Fig. 1: wire density map
(8 px per um) The die is cut into 9 by 9 equal tiles; dark purple is low, yellow is high, scaled to the fullest tile. Values are wire area over tile area, all layers added.
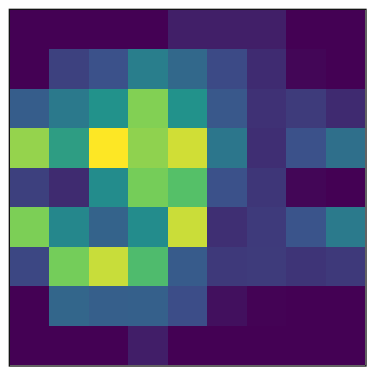
Fig. 2: cells colored by class
(12 px per um)
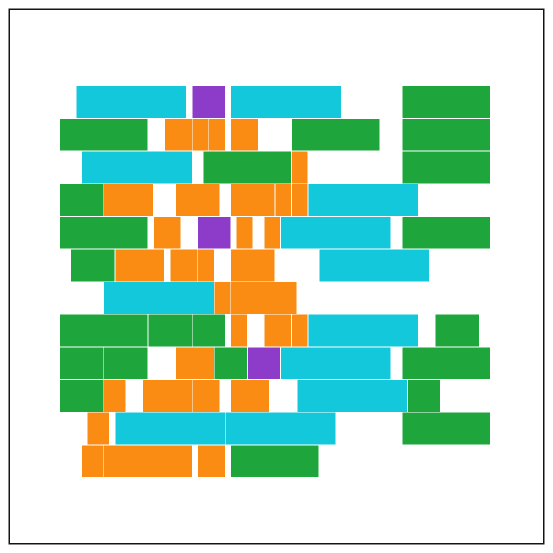
Fig. 3: the clock network
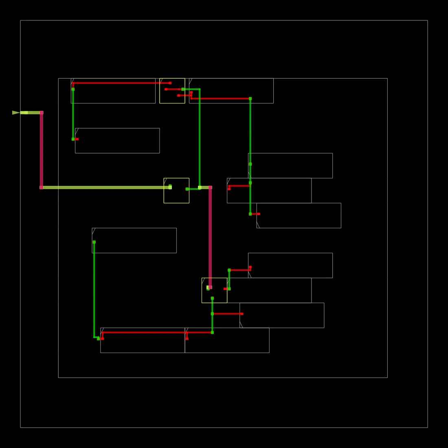
Fig. 4: cells by drive strength
(6 px per um)
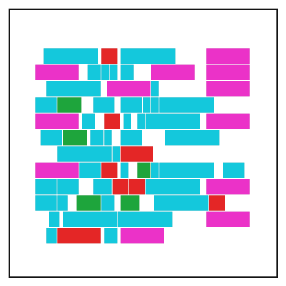
File: config.mk
export PLATFORM = sky130hd
export DESIGN_NAME = onehot_dec_seq
export DESIGN_NICKNAME = d
export VERILOG_FILES = /design/src/rtl/onehot_dec_pkg.sv /design/src/rtl/onehot_dec_comb.sv /design/src/rtl/onehot_dec_seq.sv
export SDC_FILE = /design/constraint.sdc
export NUM_CORES = 1
export LEC_CHECK = 0
export CAP_MARGIN = 20
export CORE_MARGIN = 4
export CORE_UTILIZATION = 39
export CTS_CLUSTER_DIAMETER = 120
export CTS_CLUSTER_SIZE = 25
export DETAILED_ROUTE_END_ITERATION = 7
export PLACE_DENSITY = 0.75
export SYNTH_ARGS = -nofsm -noshare
export SYNTH_HDL_FRONTEND = slang
export SYNTH_SLANG_ARGS = --single-unit
File: constraint.sdc
create_clock -name clk -period 1.25 [get_ports clk]
set_input_delay 0.1875 -clock clk [delete_from_list [all_inputs] [get_ports clk]]
set_output_delay 0.1875 -clock clk [all_outputs]
set_load 0.05 [all_outputs]
File: src/rtl/onehot_dec_pkg.sv
// Purpose: shared types and defaults for the one-hot decoder/sequencer.
// Latency: n/a (declarations only).
// Backpressure: n/a.
// Contents: state_e (IDLE/HOLD/SCAN) and the default select width.
package onehot_dec_pkg;

   localparam int ONEHOT_DEC_N_DEF = 3;

   typedef enum logic [1:0] {
      IDLE = 2'd0,
      HOLD = 2'd1,
      SCAN = 2'd2
   } state_e;

endpackage

File: src/rtl/onehot_dec_comb.sv
// Purpose: combinational N -> 2**N one-hot decode.
// Latency: zero (pure combinational).
// Backpressure: none.
// Ports: sel [N-1:0] select in; dec [2**N-1:0] one-hot out, bit sel set.
module onehot_dec_comb #(
   parameter int N = 3
) (
   input  logic [N-1:0]    sel,
   output logic [2**N-1:0] dec
);

   always_comb begin
      dec      = '0;
      dec[sel] = 1'b1;
   end

endmodule

File: src/rtl/onehot_dec_seq.sv
// Purpose: registered one-hot decoder with optional walking-one scan
//          (scan mode present only when ONEHOT_DEC_SCAN_EN is defined).
// Latency: one cycle from a capturing edge to y/idx/valid.
// Backpressure: none; en low freezes all state.
// Ports: clk, rst_n (async active-low), en, clr, load, x[N-1:0], scan, dir
//        in; y[2**N-1:0] one-hot, idx[N-1:0], valid out.
module onehot_dec_seq
   import onehot_dec_pkg::*;
#(
   parameter int N       = ONEHOT_DEC_N_DEF,
   parameter int RST_IDX = 0
) (
   input  logic            clk,
   input  logic            rst_n,
   input  logic            en,
   input  logic            clr,
   input  logic            load,
   input  logic [N-1:0]    x,
   input  logic            scan,
   input  logic            dir,
   output logic [2**N-1:0] y,
   output logic [N-1:0]    idx,
   output logic            valid
);

   localparam int W = 2**N;

   state_e         state_q, state_d;
   logic [N-1:0]   idx_q, idx_d;
   logic           valid_q, valid_d;
   logic [W-1:0]   y_q, y_d;
   logic [W-1:0]   dec_y;

`ifdef ONEHOT_DEC_SCAN_EN
   localparam logic [N-1:0] IDX_START = N'(RST_IDX);
   localparam logic [N-1:0] IDX_ONE   = N'(1);
`else
   // scan/dir stay on the port list but have no function in this build.
   logic unused_scan_dir;
   assign unused_scan_dir = scan ^ dir;
`endif

   // Next state / index / valid. Priority: clr > load > scan > hold.
   // clr leaves idx untouched; only valid drops.
   always_comb begin
      state_d = state_q;
      idx_d   = idx_q;
      valid_d = valid_q;
      if (en) begin
         if (clr) begin
            state_d = IDLE;
            valid_d = 1'b0;
         end else if (load) begin
            state_d = HOLD;
            idx_d   = x;
            valid_d = 1'b1;
         end
`ifdef ONEHOT_DEC_SCAN_EN
         else begin
            case (state_q)
               IDLE: if (scan) begin
                  state_d = SCAN;
                  idx_d   = IDX_START;
                  valid_d = 1'b1;
               end
               HOLD: if (scan) begin
                  state_d = SCAN;
                  valid_d = 1'b1;
               end
               SCAN: begin
                  // Natural N-bit wrap gives modulo-2**N stepping both ways.
                  if (scan) idx_d = dir ? (idx_q - IDX_ONE) : (idx_q + IDX_ONE);
                  else      state_d = HOLD;
               end
               default: begin
                  state_d = IDLE;
                  valid_d = 1'b0;
               end
            endcase
         end
`endif
      end
   end

   // y is always derived from the next idx/valid pair, so y == onehot(idx)
   // while valid and zero otherwise, including across en=0 freezes.
   onehot_dec_comb #(.N(N)) u_dec (
      .sel (idx_d),
      .dec (dec_y)
   );

   assign y_d = valid_d ? dec_y : '0;

   always_ff @(posedge clk or negedge rst_n) begin
      if (!rst_n) begin
         state_q <= IDLE;
         idx_q   <= '0;
         valid_q <= 1'b0;
         y_q     <= '0;
      end else begin
         state_q <= state_d;
         idx_q   <= idx_d;
         valid_q <= valid_d;
         y_q     <= y_d;
      end
   end

   assign y     = y_q;
   assign idx   = idx_q;
   assign valid = valid_q;

endmodule
==> metrics.yaml <==
run_status:
  status: "finished clean"
worst_setup_path:
  critPathLaunchType: "input pin"
  critPathKind: "input pin to register"
  rr_worst_depth: 4
  cp.arrival_ps: 1380
  path_buffers: 1
  critPathMaxStageDelay_ps: 570
  crit_end: "y[7]$_DFF_PN0_"
  crit_chain: "clkdlybuf4s50_1 > nand3b_4 > mux2_4 > nor2_2"
  crit_family: "buffers and inverters"
  critical_path_peak_fanout: 8
  crit_required_ps: 1450
  timing.rr.end: "y[2]$_DFF_PN0_"
  cp.depth: 4
  r2r_start: "valid$_DFF_PN0_"
  crit_start: "en"
  worstSetupEndpointType: "register"
  r2r_slack_ps: 230
finish:
  nNetsFinal: 80
  nClkBuffers: 3
  drive_gt1_share_pct: 36.8
  n_all_buffers: 22
  instances_no_fill: 82
  bufAreaShareNonClock_pct: 37.4
  nFillCells: 72
  seq_area_um2: 300
  logic_gates: 31
  largest_class: "non-clock buffers"
  sh_comb_area_pct: 24.3
  largest_register_ffs: 8
  inverters_excl_clock: 0
  final_cell_mix: "12 x dfrtp_1, 12 x buf_12, 9 x nor2_1"
  seq_area_share_pct: 33.8
  seq_cells: 12
  logic_area_um2: 216
placed_design:
  dpl-instance-area_um2: 867
  gp_congestion: 0.761
  hpwlAfterDp_um: 763
  port_buffers: 19
  placed_cells: 79
  pre_cts_slack_ps: -199
timing:
  fmax_mhz: 851
  hold_ws_ps: 225
  setup_viol: 0
  hold_viol: 0
  min_period_ps: 1170
  fin_skew_ps: 0.799
  rsz0062_at_grt: "false"
  tns_ps: 0
  tightest_slew_ps: 243
  slew_viol_final: 0
  finalClockPeriodUsage_pct: 94.0
synthesis:
  ys_seq_share_pct: 58.1
  synthTopCellsByCount: "12 x dfrtp_1, 9 x nor2_1, 5 x nor2b_1"
  ys_top_cells_by_area: "dfrtp_1 58%, nor2_1 6.5%, nor2b_1 6.1%"
  mux_share_pct: 13.1
  synthAdderAreaFrac_pct: 0
  ys_area_um2: 517
  top_cell: "dfrtp_1"
  logic_family: "simple AND/OR/NAND/NOR gates"
  synth-xor-area-share_pct: 0
  aoi_share_pct: 7.51
  syn-mean-instance-area_um2: 12.0
  syn_area_um2: 517
  netlist-cell-type-count: 15
  ys_cells: 43
  top_area_cell: "dfrtp_1"
  synth-simple-area-share_pct: 21.3
  synth_nets: 53
  yosysTopAreaCellShare_pct: 58.1
  async_flop_share_pct: 100
  syn_inst: 43
  numSynthFlops: 12
  ff_type: "dfrtp_1"
global_routing:
  antenna_found_initial: 0
  gr-usage-met2_pct: 20.9
  grt_usage_pct: 11.2
  use_met3_pct: 2.85
  grt_pass1_vias: 429
  grt_pass1_wl_um: 1570
  grt_start_max_net_pins: 13
  gr-usage-met1_pct: 10.5
  grt_most_used_layer: "met2"
  overflow: 0
route:
  first_pass_iters: 3
  wl_met1_um: 380
  dr_wl_met2_um: 480
  viasPerCell: 5.05
  drc: 0
  wl_met3_um: 75
  wl_per_cell_um: 11.7
  ant_nets: 0
  drt_wl_total_um: 956
  dr.first_iter.drc_count: 4
  via_count: 414
power_and_ir_drop:
  clkPwrFrac_pct: 19.5
  p_sw_w: 0.000378
  p_sw_share_pct: 33.2
  cellLeakagePower_nw: 0.426
  seq_cell_power_w: 0.000478
  intPower_w: 0.000761
  p_comb_share_pct: 38.5
  pg_comb_w: 0.000438
  cellPowerDensity_mw_per_mm2: 1280
  total_power_w: 0.00114
clock_tree:
  root_buffer: "clkbuf_4"
  cts_hold_buf: 0
  cts_setup_buffers: 0
  post_cts_resized: 0
  insertion_delay_ps: 260
  cts_tree: "yes"
  h-tree-depth: 1
  clk_path_buf_depth: 2
floorplanning:
  die_w_um: 44.4
  nWellTaps: 14
  coreArea_mm2: 0.00117
  pin_count: 22
  die_y_um: 44.4
  fp-utilization_pct: 44.1
  die-area_mm2: 0.00197
hold_path:
  worst_hold_path_type: "input pin to async pin"
flow_run:
  cap_viol_max_count: 0
-- Fig. 1 (at the start) --
fullest tile	0.30
nearly empty tiles	28%
densest ninth of the die	center
tiles over half the peak	19%

-- Fig. 2 (at the start) --
color	class	cells
green	other buffers and delay cells	22
purple	clock drivers	3
cyan	flops	12
orange	combinational and other logic	31
Rows: 12
Final Util: 76.0%
cell area after layout: 890 um^2

-- Fig. 3 (at the start) --
CTS Buf Count: 3
CTS sink cnt: 12
P_clk: 0.000222 W

-- Fig. 4 (at the start) --
color	size	cells	share
magenta	_6 and larger	12	18%
cyan	_0 and _1 cells	43	63%
green	_2 cells	5	7.4%
red	_3 and _4 cells	8	12%
final worst slack: 75.1 ps
Area Growth Syn to Fin: 72.2%

Power figures rest on the tool's default switching activity, not on a simulated workload.
